run_1/route_heat.png
Drawn at 4 px/um. 13 x 16 tiles, from dark purple (low) to yellow (high), scaled to the fullest tile. Values are wire area over tile area, all layers added.
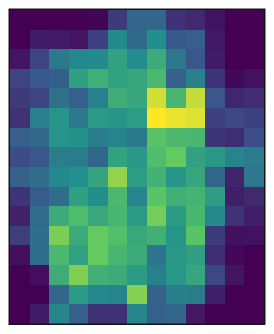
run_1/layers.png
Drawn at 4 px/um.
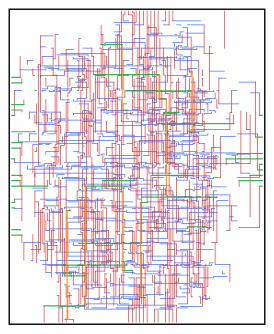
run_1/clock_wires.png
Drawn at 4 px/um.
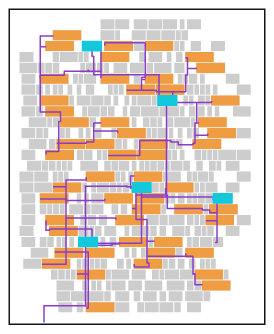
`src/rtl/cla_pkg.sv`:
```
// Shared carry-lookahead definitions: group width and the 4-bit
// group generate/propagate function.
package cla_pkg;

    localparam int CLA_GROUP = 4;

    typedef struct packed {
        logic g;
        logic p;
    } grp_gp_t;

    function automatic grp_gp_t grp_gp(
        input logic [3:0] g,
        input logic [3:0] p
    );
        grp_gp_t r;
        r.g = g[3]
            | (p[3] & g[2])
            | (p[3] & p[2] & g[1])
            | (p[3] & p[2] & p[1] & g[0]);
        r.p = &p;
        return r;
    endfunction

endpackage

```
`src/rtl/cla_add_pipe_if.sv`:
```
// Operand/result handshake bundle for the pipelined CLA adder.
// The master drives operands and out_ready; the slave is the adder.
interface cla_add_pipe_if #(
    parameter int N = 16
);

    logic         in_valid;
    logic         in_ready;
    logic [N-1:0] A;
    logic [N-1:0] B;
    logic         Cin;
    logic         out_valid;
    logic         out_ready;
    logic [N-1:0] S;
    logic         Cout;
    logic         V;

    modport master (
        output in_valid, A, B, Cin, out_ready,
        input  in_ready, out_valid, S, Cout, V
    );

    modport slave (
        input  in_valid, A, B, Cin, out_ready,
        output in_ready, out_valid, S, Cout, V
    );

endinterface

```
`src/rtl/cla4.sv`:
```
// 4-bit lookahead group: internal carries plus group G/P and carry-out.
module cla4
    import cla_pkg::*;
(
    input  logic [3:0] i_g,
    input  logic [3:0] i_p,
    input  logic       i_ci,
    output logic [3:1] o_c,
    output logic       o_gg,
    output logic       o_gp,
    output logic       o_co
);

    grp_gp_t w_grp;

    assign w_grp = grp_gp(i_g, i_p);

    assign o_c[1] = i_g[0]
                  | (i_p[0] & i_ci);
    assign o_c[2] = i_g[1]
                  | (i_p[1] & i_g[0])
                  | (i_p[1] & i_p[0] & i_ci);
    assign o_c[3] = i_g[2]
                  | (i_p[2] & i_g[1])
                  | (i_p[2] & i_p[1] & i_g[0])
                  | (i_p[2] & i_p[1] & i_p[0] & i_ci);

    assign o_gg = w_grp.g;
    assign o_gp = w_grp.p;
    assign o_co = w_grp.g | (w_grp.p & i_ci);

endmodule

```
`src/rtl/cla_add_pipe.sv`:
```
// Two-stage pipelined carry-lookahead adder: stage 1 registers G/P,
// stage 2 resolves carries per 4-bit group and registers S/Cout/V.
module cla_add_pipe
    import cla_pkg::*;
#(
    parameter int N = 16
) (
    input  logic           clk,
    input  logic           rst,
    cla_add_pipe_if.slave  bus
);

    localparam int NG = N / CLA_GROUP;

    logic         r_v1;
    logic         r_c1;
    logic [N-1:0] r_g;
    logic [N-1:0] r_p;
    logic         r_v2;
    logic [N-1:0] r_s;
    logic         r_cout;
    logic         r_ovf;

    logic          w_adv1;
    logic          w_adv2;
    logic [NG-1:0] w_gg;
    logic [NG-1:0] w_gp;
    logic [NG-1:0] w_co;
    logic [NG:0]   w_gc;
    logic [N:0]    w_c;
    logic [N-1:0]  w_s;
    logic          w_unused_co;

    assign w_adv2 = r_v1 & (!r_v2 | bus.out_ready);
    assign w_adv1 = bus.in_valid & (!r_v1 | w_adv2);

    assign bus.in_ready  = !r_v1 | !r_v2 | bus.out_ready;
    assign bus.out_valid = r_v2;
    assign bus.S         = r_s;
    assign bus.Cout      = r_cout;
    assign bus.V         = r_ovf;

    // Group carries ripple from group G/P, one hop per group.
    always_comb begin
        w_gc    = '0;
        w_gc[0] = r_c1;
        for (int k = 0; k < NG; k++) begin
            w_gc[k+1] = w_gg[k] | (w_gp[k] & w_gc[k]);
        end
    end

    for (genvar k = 0; k < NG; k++) begin : g_grp
        cla4 u_cla4 (
            .i_g  (r_g[4*k +: 4]),
            .i_p  (r_p[4*k +: 4]),
            .i_ci (w_gc[k]),
            .o_c  (w_c[4*k+1 +: 3]),
            .o_gg (w_gg[k]),
            .o_gp (w_gp[k]),
            .o_co (w_co[k])
        );
        assign w_c[4*k] = w_gc[k];
    end

    assign w_c[N] = w_gc[NG];
    assign w_s    = r_p ^ w_c[N-1:0];

    // Per-group co duplicates w_gc[k+1]; the ripple uses G/P instead.
    assign w_unused_co = ^w_co;

    always_ff @(posedge clk) begin
        if (rst) begin
            r_v1   <= 1'b0;
            r_c1   <= 1'b0;
            r_g    <= '0;
            r_p    <= '0;
            r_v2   <= 1'b0;
            r_s    <= '0;
            r_cout <= 1'b0;
            r_ovf  <= 1'b0;
        end else begin
            if (w_adv2) begin
                r_v2   <= 1'b1;
                r_s    <= w_s;
                r_cout <= w_c[N];
                r_ovf  <= w_c[N-1] ^ w_c[N];
            end else if (bus.out_ready && r_v2) begin
                r_v2 <= 1'b0;
            end

            if (w_adv1) begin
                r_v1 <= 1'b1;
                r_g  <= bus.A & bus.B;
                r_p  <= bus.A ^ bus.B;
                r_c1 <= bus.Cin;
            end else if (w_adv2) begin
                r_v1 <= 1'b0;
            end
        end
    end

endmodule
```
`src/flat_wrapper.sv`:
```
// flat-port wrapper written by rule: the top's interface ports become plain ports
module cla_add_pipe_flat import cla_pkg::*;
#(
    parameter int N = 16
)
  (clk, rst, bus_in_valid, bus_A, bus_B, bus_Cin, bus_out_ready, bus_in_ready, bus_out_valid, bus_S, bus_Cout, bus_V);
  cla_add_pipe_if #(.N(N)) bus_i ();
  input  logic clk;
  input  logic rst;
  input wire logic [$bits(bus_i.in_valid)-1:0] bus_in_valid;
  input wire logic [$bits(bus_i.A)-1:0] bus_A;
  input wire logic [$bits(bus_i.B)-1:0] bus_B;
  input wire logic [$bits(bus_i.Cin)-1:0] bus_Cin;
  input wire logic [$bits(bus_i.out_ready)-1:0] bus_out_ready;
  output wire logic [$bits(bus_i.in_ready)-1:0] bus_in_ready;
  output wire logic [$bits(bus_i.out_valid)-1:0] bus_out_valid;
  output wire logic [$bits(bus_i.S)-1:0] bus_S;
  output wire logic [$bits(bus_i.Cout)-1:0] bus_Cout;
  output wire logic [$bits(bus_i.V)-1:0] bus_V;
  assign bus_i.in_valid = bus_in_valid;
  assign bus_i.A = bus_A;
  assign bus_i.B = bus_B;
  assign bus_i.Cin = bus_Cin;
  assign bus_i.out_ready = bus_out_ready;
  assign bus_in_ready = bus_i.in_ready;
  assign bus_out_valid = bus_i.out_valid;
  assign bus_S = bus_i.S;
  assign bus_Cout = bus_i.Cout;
  assign bus_V = bus_i.V;
  cla_add_pipe #(.N(N)) u_core (.clk(clk), .rst(rst), .bus(bus_i));
endmodule
```
`config.mk`:
```
export PLATFORM = sky130hd
export DESIGN_NAME = cla_add_pipe_flat
export DESIGN_NICKNAME = d
export VERILOG_FILES = /design/src/rtl/cla_pkg.sv /design/src/rtl/cla_add_pipe_if.sv /design/src/rtl/cla4.sv /design/src/rtl/cla_add_pipe.sv /design/src/flat_wrapper.sv
export SDC_FILE = /design/constraint.sdc
export NUM_CORES = 1
export LEC_CHECK = 0
export ABC_AREA = 1
export CAP_MARGIN = 20
export CORE_ASPECT_RATIO = 1.25
export CORE_MARGIN = 2
export CORE_UTILIZATION = 56
export CTS_BUF_LIST = sky130_fd_sc_hd__clkbuf_2 sky130_fd_sc_hd__clkbuf_4 sky130_fd_sc_hd__clkbuf_8
export CTS_CLUSTER_DIAMETER = 80
export DETAILED_ROUTE_END_ITERATION = 12
export PLACE_DENSITY = 0.95
export SYNTH_ARGS = -nofsm -noshare
export SYNTH_HDL_FRONTEND = slang
export SYNTH_SLANG_ARGS = --single-unit
```
`constraint.sdc`:
```
create_clock -name clk -period 2.9 [get_ports clk]
set_input_delay 0.435 -clock clk [delete_from_list [all_inputs] [get_ports clk]]
set_output_delay 0.435 -clock clk [all_outputs]
set_load 0.01 [all_outputs]
```
==> summary.txt, run 1 <==
impl run done, here's what came out: Max IR drop VDD=0.3706 mV, bufs w/o clock=60, Die W=63.51 um, Post-Syn Area=2479 sq um, Async SR Flop Fraction=0%, FMAX=0.4958 GHz, fin. max-slew vios=0, Arr. time, crit path=1.58 ns, GRT Max-Usage Layer=met2, Top Ports=57, Die Ht=78.38 um, Final period util=69.55%, min cycle time layout=2.017 ns, reg-to-reg endpoint=u_core.bus.S[9]$_SDFFE_PP0P_, core area=4324 sq um, Via density=5.205, most frequent logic cells in the routed design=81 x nor2_1, 56 x clkdlybuf4s50_1, 53 x dfxtp_1, logic share of the area=40.32%, post-synth top area share=42.81%, number of logic inverters in the finished layout=22, clock sink count=53, comb_multi_in=237, CTS Buffer Depth=2, clk root buf=clkbuf_8, metal3 WL=243 um, flip-flops=53, first-pass GRT wire length=9.432 mm, Top class by area=combinational gates, most frequent logic cell in the layout=nor2_1, aoi share=16.46%, Iter 0 DRT Violations=102, PD cells=490.8 nW/um^2, synthesis warning total=0, RSZ-0062 raised after global routing=false, TritonCTS buffer count=5, num rows=27, OpenROAD warning count=26, Synth area leaders=dfxtp_1 43%, nor2_1 12%, ha_1 10%, o21ai_0 9.3%, a21oi_1 4.6%, largest net degree at the start of global routing=43, Max Cap Viol=0, Synth Area in Adders=10.10%, xor+xnor area frac=3.180%, Worst-Skew Late Latency=0.31 ns, worst slew pin tran=0.6208 ns, antenna violations before repair=0, share of cells above drive strength 1=6.842%, Port Buf Inserts=56, Tap Cells=58, ys flop type=dfxtp_1, Clock buffer cells=8, WHS Endpoint=u_core.r_g[1]$_SDFFE_PP0P_, routing usage on met2=44.42%, Wirelength per Cell=12.90 um, Synth Area per Inst=7.603 sq um, mux share=0%, CTS H-Tree Depth=2, Hold-fix buffers, CTS=0, Worst EP required=2.47 ns, outcome=finished clean, all-layer global routing usage=24.08%, buffer share of cell area=18.57%, flop share of the area=33.36%, setup TNS=0 ns, fillers=329, register area=1061 sq um, die area=4978 sq um, Post-layout nets=436, DRT antenna net count=0, met3 usage in global routing=5.587%, leakage power=0.001420 uW
-- route_heat.png (at the start) --
nearly empty tiles: 12%
densest ninth of the die: middle
fullest tile: 0.49

-- layers.png (at the start) --
| colour | layer | wire length |
|---|---|---|
| green | M3 | 243 um |
| orange | M4 | 163 um |
| red | M2 | 3060 um |
| blue | M1 | 2190 um |

-- clock_wires.png (at the start) --
[purple] clock wires | length: 579 um
[orange] flip-flops | count: 53
[cyan] clock-net drivers | count: 5
routed clock nets: 6

==> run 1: registers in the layout (all words and copies together), names as in the netlist <==
name                  count
u_core.bus.V              1
u_core.r_v1               1
u_core.r_c1               1
u_core.r_g               16
u_core.r_p               16
u_core.bus.Cout           1
u_core.bus.out_valid      1
u_core.bus.S             16
==> run 1: kinds of logic (layout without fill, tap and decap cells) <==
family / Yosys count / after routing
simple gates: 131 / 131
compound gates: 77 / 77
flops: 53 / 53
buf+inv: 36 / 90
fa+ha+maj: 20 / 20
xor+xnor: 9 / 9
==> run 1: worst max-delay path by stage <==
stage	startpoint	to	slack, ns	depth (start not counted)
CTS	bus_out_ready	bus_in_ready	0.88	4
finish	bus_out_ready	bus_in_ready	0.88	4
floorplan	u_core.r_p[7]$_SDFFE_PP0P_	u_core.bus.S[13]$_SDFFE_PP0P_	1.42	10
global route	bus_out_ready	u_core.bus.S[9]$_SDFFE_PP0P_	0.70	8
detailed placement	bus_out_ready	u_core.bus.S[9]$_SDFFE_PP0P_	0.61	8
global placement	bus_out_ready	u_core.bus.Cout$_SDFFE_PP0P_	0.69	8
==> run 1: stage by stage <==
step	cell area, sq um	setup slack (ns)	power (uW)	hold slack, ns	util (%)
floorplan	2479	1.417	1003	0.4436	-
detailed placement	3089	0.6145	1145	0.4739	71.44
CTS	3181	0.8771	1565	0.4883	73.55
global placement	3089	0.6929	1127	0.4619	71.44
global route	3181	0.7002	1635	0.5082	73.55
finish	3181	0.8829	1561	0.4888	73.55
==> run 1: worst max-delay path, cell delays in order <==
cell,delay (ns)
clkdlybuf4s50_1,0.45
inv_1,0.04
nand3_1,0.10
clkdlybuf4s50_1,0.55
==> run 1: where the power goes <==
group	switching (uW)	leakage [uW]	internal [uW]
combinational	152	0.000932	152
sequential	44.4	0.000439	782
clock	230	0.0000498	200
total	427	0.00142	1130
run_1/m3.png
Drawn at 4 px/um.
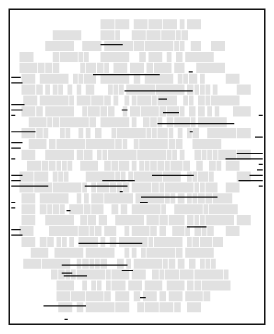

==> run 1 -> run 2 <==
CORE_UTILIZATION = 47   (was 56)
PLACE_DENSITY = 0.9   (was 0.95)
clock period = 1.7 ns   (was 2.9 ns; I/O delays follow)
run_2/m3.png
Drawn at 3 px/um.
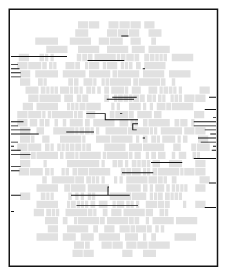
share of all routed wire: 4.5%
wire length on this layer: 249 um
nets with wire on the layer: 40
longest straight run: 20.2 um
main direction: horizontal

==> run 2 against run 1 <==
Effect of this change:
- cell area is 2.6% higher
- global-route usage fell by 3.3 points
- sequential share of layout area is 0.68 points lower
- combinational power grew 72%
- register-to-register slack worse by 0.98 ns
- routed wire length decreased by 2.3%
- sequential power increased by about 70%
- critical path depth increased by 4
- critical path type is now reg2reg
- critical endpoint is now u_core.bus.S[13]$_SDFFE_PP0P_
- largest cell class unchanged
- largest power group unchanged
- highest routed layer unchanged
==> summary.txt, run 2 <==
impl run done, here's what came out: OpenROAD warning count=27, top cells by count, synth=81 x nor2_1, 53 x dfxtp_1, 46 x o21ai_0, met3 usage in global routing=4.509%, ys flop type=dfxtp_1, Hold WS=0.4701 ns, all-layer global routing usage=20.82%, crit-path cells=a21oi_2 > o21ai_1 > a21oi_2 > nand2_4 > ha_1 > nor2_2 > xor2_1 > a21oi_1, post-layout util=64.21%, CTS Buffer Depth=2, Synth Area per Inst=7.603 sq um, fillers=460, worst slew pin tran=0.4516 ns, Post-Syn Area=2479 sq um, Arr. time, crit path=1.78 ns, post-synth top area share=42.81%, Port Buf Inserts=56, Iter 0 DRT Violations=150, CTS H-Tree Depth=2, Max IR drop VDD=0.4444 mV, placed cell areas=3124 sq um, Max Cap Viol=0, CP most frequent cell=a21oi_2, antenna violations before repair=0, Buf+Inv Stages, Crit Path=0, crit path from=u_core.r_p[9]$_SDFFE_PP0P_, DRT Pass-1 Iters=4, Worst-Skew Late Latency=0.30 ns, core area=5080 sq um, Via density=5.067, pre-CTS setup slack=-0.002821 ns, synthesis warning total=0, Final WS setup=0.1143 ns, setup TNS=0 ns, Finished Cell Area=3262 sq um, most frequent logic cells in the routed design=80 x nor2_1, 55 x clkdlybuf4s50_1, 49 x dfxtp_1, Hold-fix buffers, CTS=0, first-pass GRT wire length=9.397 mm, Largest delay share family, worst path=AND-OR/OR-AND gates, DRT antenna net count=0, largest net degree at the start of global routing=26, slowest stage delay, CP=0.37 ns, GRT Max-Usage Layer=met2, die area=5874 sq um, Synth area leaders=dfxtp_1 43%, nor2_1 12%, ha_1 10%, o21ai_0 9.3%, a21oi_1 4.6%, TritonCTS buffer count=5, routing usage on met2=35.05%, RSZ-0062 raised after global routing=true, most frequent logic cell in the layout=nor2_1, clock sink count=53, fin. max-slew vios=0, min cycle time layout=1.586 ns, Top Ports=57, share of cells above drive strength 1=9.635%, outcome=finished clean
run_2/layers.png
Drawn at 3 px/um.
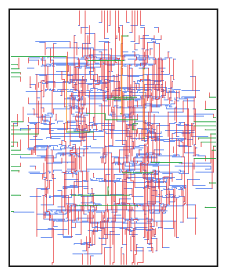
| colour | layer | wire length |
|---|---|---|
| green | M3 | 249 um |
| orange | M4 | 74.1 um |
| blue | M1 | 2260 um |
| red | M2 | 2940 um |

-- run 2: cell types whose count changed in the layout (fill, tap and decap cells not counted) --
cell / delta
nor2_1: -1
clkbuf_8: +1
a21oi_1: -2
a21oi_2: +2
clkbuf_4: -2
dfxtp_2: +4
dfxtp_1: -4
nor2_2: +1
clkdlybuf4s50_1: -1
buf_4: +4
dlymetal6s2s_1: +1
bufinv_16: +1
-- run 2: timing repair --
action / CTS / global route
setup endpoints to repair: 0 / 3
buffers inserted: 0 / 0
resized: 0 / 8
-- run 2: area by class of cell --
cell class | count | area, sq um | area share, %
repair buffers | 64 | 623.1 | 19.10
flip-flops and latches | 53 | 1066 | 32.68
inverters | 22 | 82.58 | 2.532
well taps | 62 | 77.57 | 2.378
multi-input cells | 237 | 1292 | 39.62
clock inverters | 1 | 30.03 | 0.9206
clock buffers | 7 | 90.09 | 2.762
-- run 2: power by group --
group	switching [uW]	internal, uW	leakage, uW
clock	391	496	0.0000619
combinational	258	266	0.000953
sequential	74.8	1340	0.000440
total	724	2100	0.00146
-- run 2: worst paths after layout --
path	slack [ns]	cells after the start	endpoint
setup / recovery	0.11	8	u_core.bus.S[13]$_SDFFE_PP0P_
hold / removal	0.47	2	u_core.bus.S[14]$_SDFFE_PP0P_
setup reg to reg	0.11	8	u_core.bus.S[13]$_SDFFE_PP0P_
hold reg to reg	0.47	2	u_core.bus.S[14]$_SDFFE_PP0P_
-- run 2: cell families after synthesis --
family | synth area share [%]
AND-OR/OR-AND | 16.46
XOR/XNOR | 3.180
adder cells (fa/ha/maj) | 10.10
buffers and inverters | 5.452
flip-flops | 42.81
AND/OR/NAND/NOR | 22.01
run_2/route_heat.png
Drawn at 4 px/um. 14 x 17 tiles, from dark purple (low) to yellow (high), scaled to the fullest tile. Values are wire area over tile area, all layers added.
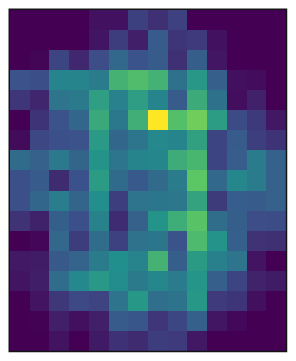

==> run 2 -> run 3 <==
CTS_CLUSTER_DIAMETER = 200   (was 80)
PLACE_DENSITY = 0.79   (was 0.9)
run_3/route_heat.png
Drawn at 4 px/um. 14 x 17 tiles, from dark purple (low) to yellow (high), scaled to the fullest tile. Values are wire area over tile area, all layers added.
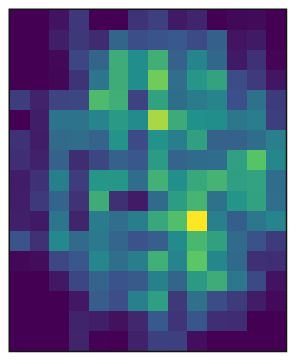
emptiest ninth of the die: bottom left
mean over tiles: 0.14
tiles over half the peak: 17%

==> run 3 against run 2 <==
Effect of this change:
- flip-flop count unchanged
- critical path depth up 4
- highest routed layer unchanged
- fmax down 0.11%
- routed wire length down 3.9%
- worst hold slack better by 0.0050 ns
==> summary.txt, run 3 <==
impl run done, here's what came out: CTS Buffer Depth=2, DRC violations left=0, Async SR Flop Fraction=0%, first-pass GRT wire length=9.025 mm, pre-CTS setup slack=0.02730 ns, crit path from=u_core.r_g[0]$_SDFFE_PP0P_, clk root buf=clkbuf_8, outcome=finished clean, post-synth top area share=42.81%, slowest stage delay, CP=0.33 ns, Synth area leaders=dfxtp_1 43%, nor2_1 12%, ha_1 10%, o21ai_0 9.3%, a21oi_1 4.6%, Die Ht=85.19 um, Hold/Removal Path Class=reg2reg, top cells by count, synth=81 x nor2_1, 53 x dfxtp_1, 46 x o21ai_0, leakage power=0.001455 uW, CTS tree=built, Synth Area in Adders=10.10%, Max Cap Viol=0, Hold-fix buffers, CTS=0, flop-to-flop setup slack=0.11 ns, Main logic family=simple AND/OR/NAND/NOR gates, Global Route met1 Usage=21.99%, xor+xnor area frac=3.180%, critical path's slowest cell=dfxtp_1, share of cells above drive strength 1=9.067%, syn_nets=383, synthesis warning total=0, Via density=4.989, worst hold stages=2, met3 usage in global routing=4.509%, aoi share=16.46%, metal3 WL=240 um, Arr. time, crit path=1.80 ns, Largest delay share family, worst path=simple AND/OR/NAND/NOR gates, mux share=0%, most frequent logic cell in the layout=nor2_1, worst slew pin tran=0.3143 ns, Final WS setup=0.1126 ns, ys flop type=dfxtp_1, PD cells=808.4 nW/um^2, Die W=68.96 um, fin. max-slew vios=0, Worst EP required=1.91 ns, crit-path cells=nor2_1 > nand2_1 > nand3_2 > nand2_2 > nand2_2 > nand2_2 > nand2_2 > nand2_4 > ha_1 > nor2_2 > xor2_1 > a21oi_1, Worst-Skew Late Latency=0.31 ns, Top Ports=57, reg-to-reg endpoint=u_core.bus.S[13]$_SDFFE_PP0P_, FMAX=0.6300 GHz, Finished Cell Area=3258 sq um, Simple Share, Synth=22.01%, most frequent cell after synthesis=nor2_1, die area=5874 sq um, largest net degree at the start of global routing=44, Post-Syn Area=2479 sq um, CP most frequent cell=nand2_2, Hold Crit Start=u_core.bus.S[14]$_SDFFE_PP0P_, Design Power=2634 uW, antenna violations before repair=0, WHS Endpoint=u_core.bus.S[14]$_SDFFE_PP0P_, DRT Pass-1 Iters=4, placed cell areas=3164 sq um, clock sink count=53, Buf+Inv Stages, Crit Path=0, most frequent logic cells in the routed design=80 x nor2_1, 55 x clkdlybuf4s50_1, 51 x dfxtp_1, critical path type=reg2reg, Final period util=93.38%, Iter 0 DRT Violations=144, DR top layer=met4, RSZ-0062 raised after global routing=true, Synth Area per Inst=7.603 sq um, hpwl dp=3.811 mm, num rows=29, Post-layout nets=442, Port Buf Inserts=56, core area=5080 sq um, CTS H-Tree Depth=2, Reg2Reg Depth=12, TritonCTS buffer count=5, Max IR drop VDD=0.4580 mV, OpenROAD warning count=27, Startpoint Class=register, DRT antenna net count=0, min cycle time layout=1.587 ns
run_3/congestion_map.png
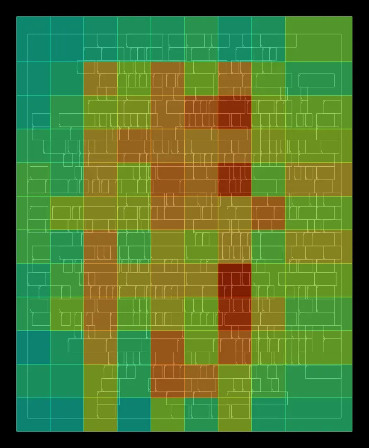
all-layer global routing usage: 19.85%
routing usage on met2: 36.10%
Wirelength per Cell: 11.85 um
GRT Max-Usage Layer: met2
post-layout util: 64.14%

run 3: cell counts after synthesis:
No cell type changed its count.
run 3: metrics by stage:
step                hold WS [ns]  std cells  util (%)  setup TNS (ns)
global route              0.4983        448     64.14        -0.02842
CTS                       0.4732        448     63.99               0
detailed placement        0.4579        440     62.29               0
finish                    0.4751        448     64.14               0
floorplan                 0.4217        326         -               0
global placement          0.4524        440     62.29               0
run 3: worst max path at each step:
| stage | cells past startpoint | endpoint | slack (ns) |
|---|---|---|---|
| finish | 12 | u_core.bus.S[13]$_SDFFE_PP0P_ | 0.11 |
| CTS | 4 | bus_in_ready | 0.02 |
| floorplan | 10 | u_core.bus.S[13]$_SDFFE_PP0P_ | 0.22 |
| global route | 12 | u_core.bus.S[13]$_SDFFE_PP0P_ | -0.03 |
| global placement | 4 | bus_in_ready | 0.06 |
| detailed placement | 4 | bus_in_ready | 0.03 |
run 3: what timing repair did:
item / 4_1_cts / 5_1_grt
resized: 0 / 5
setup buffers: 0 / 0
hold endpoints to repair: 0 / 0
setup endpoints to repair: 0 / 3
run 3: worst reg2reg max path, stage by stage, from the launching register on:
cell and delay, ns:
dfxtp_1 0.33, nor2_1 0.10, nand2_1 0.09, nand3_2 0.07
nand2_2 0.07, nand2_2 0.07, nand2_2 0.07, nand2_2 0.09
nand2_4 0.08, ha_1 0.21, nor2_2 0.09, xor2_1 0.15
a21oi_1 0.08
run 3: cell type report:
class,count,area (sq um)
inverters,22,82.58
clock buffers,5,68.82
well taps,62,77.57
repair buffers,66,663.1
flip-flops and latches,53,1064
clock inverters,3,17.52
multi-input cells,237,1285
fillers,452,1822
run 3: power breakdown:
group          total, uW  internal, uW  switching [uW]
registers           1410          1340            70.8
clock network        694           285             409
logic                533           275             258
Power is estimated from default activity; no workload was simulated.
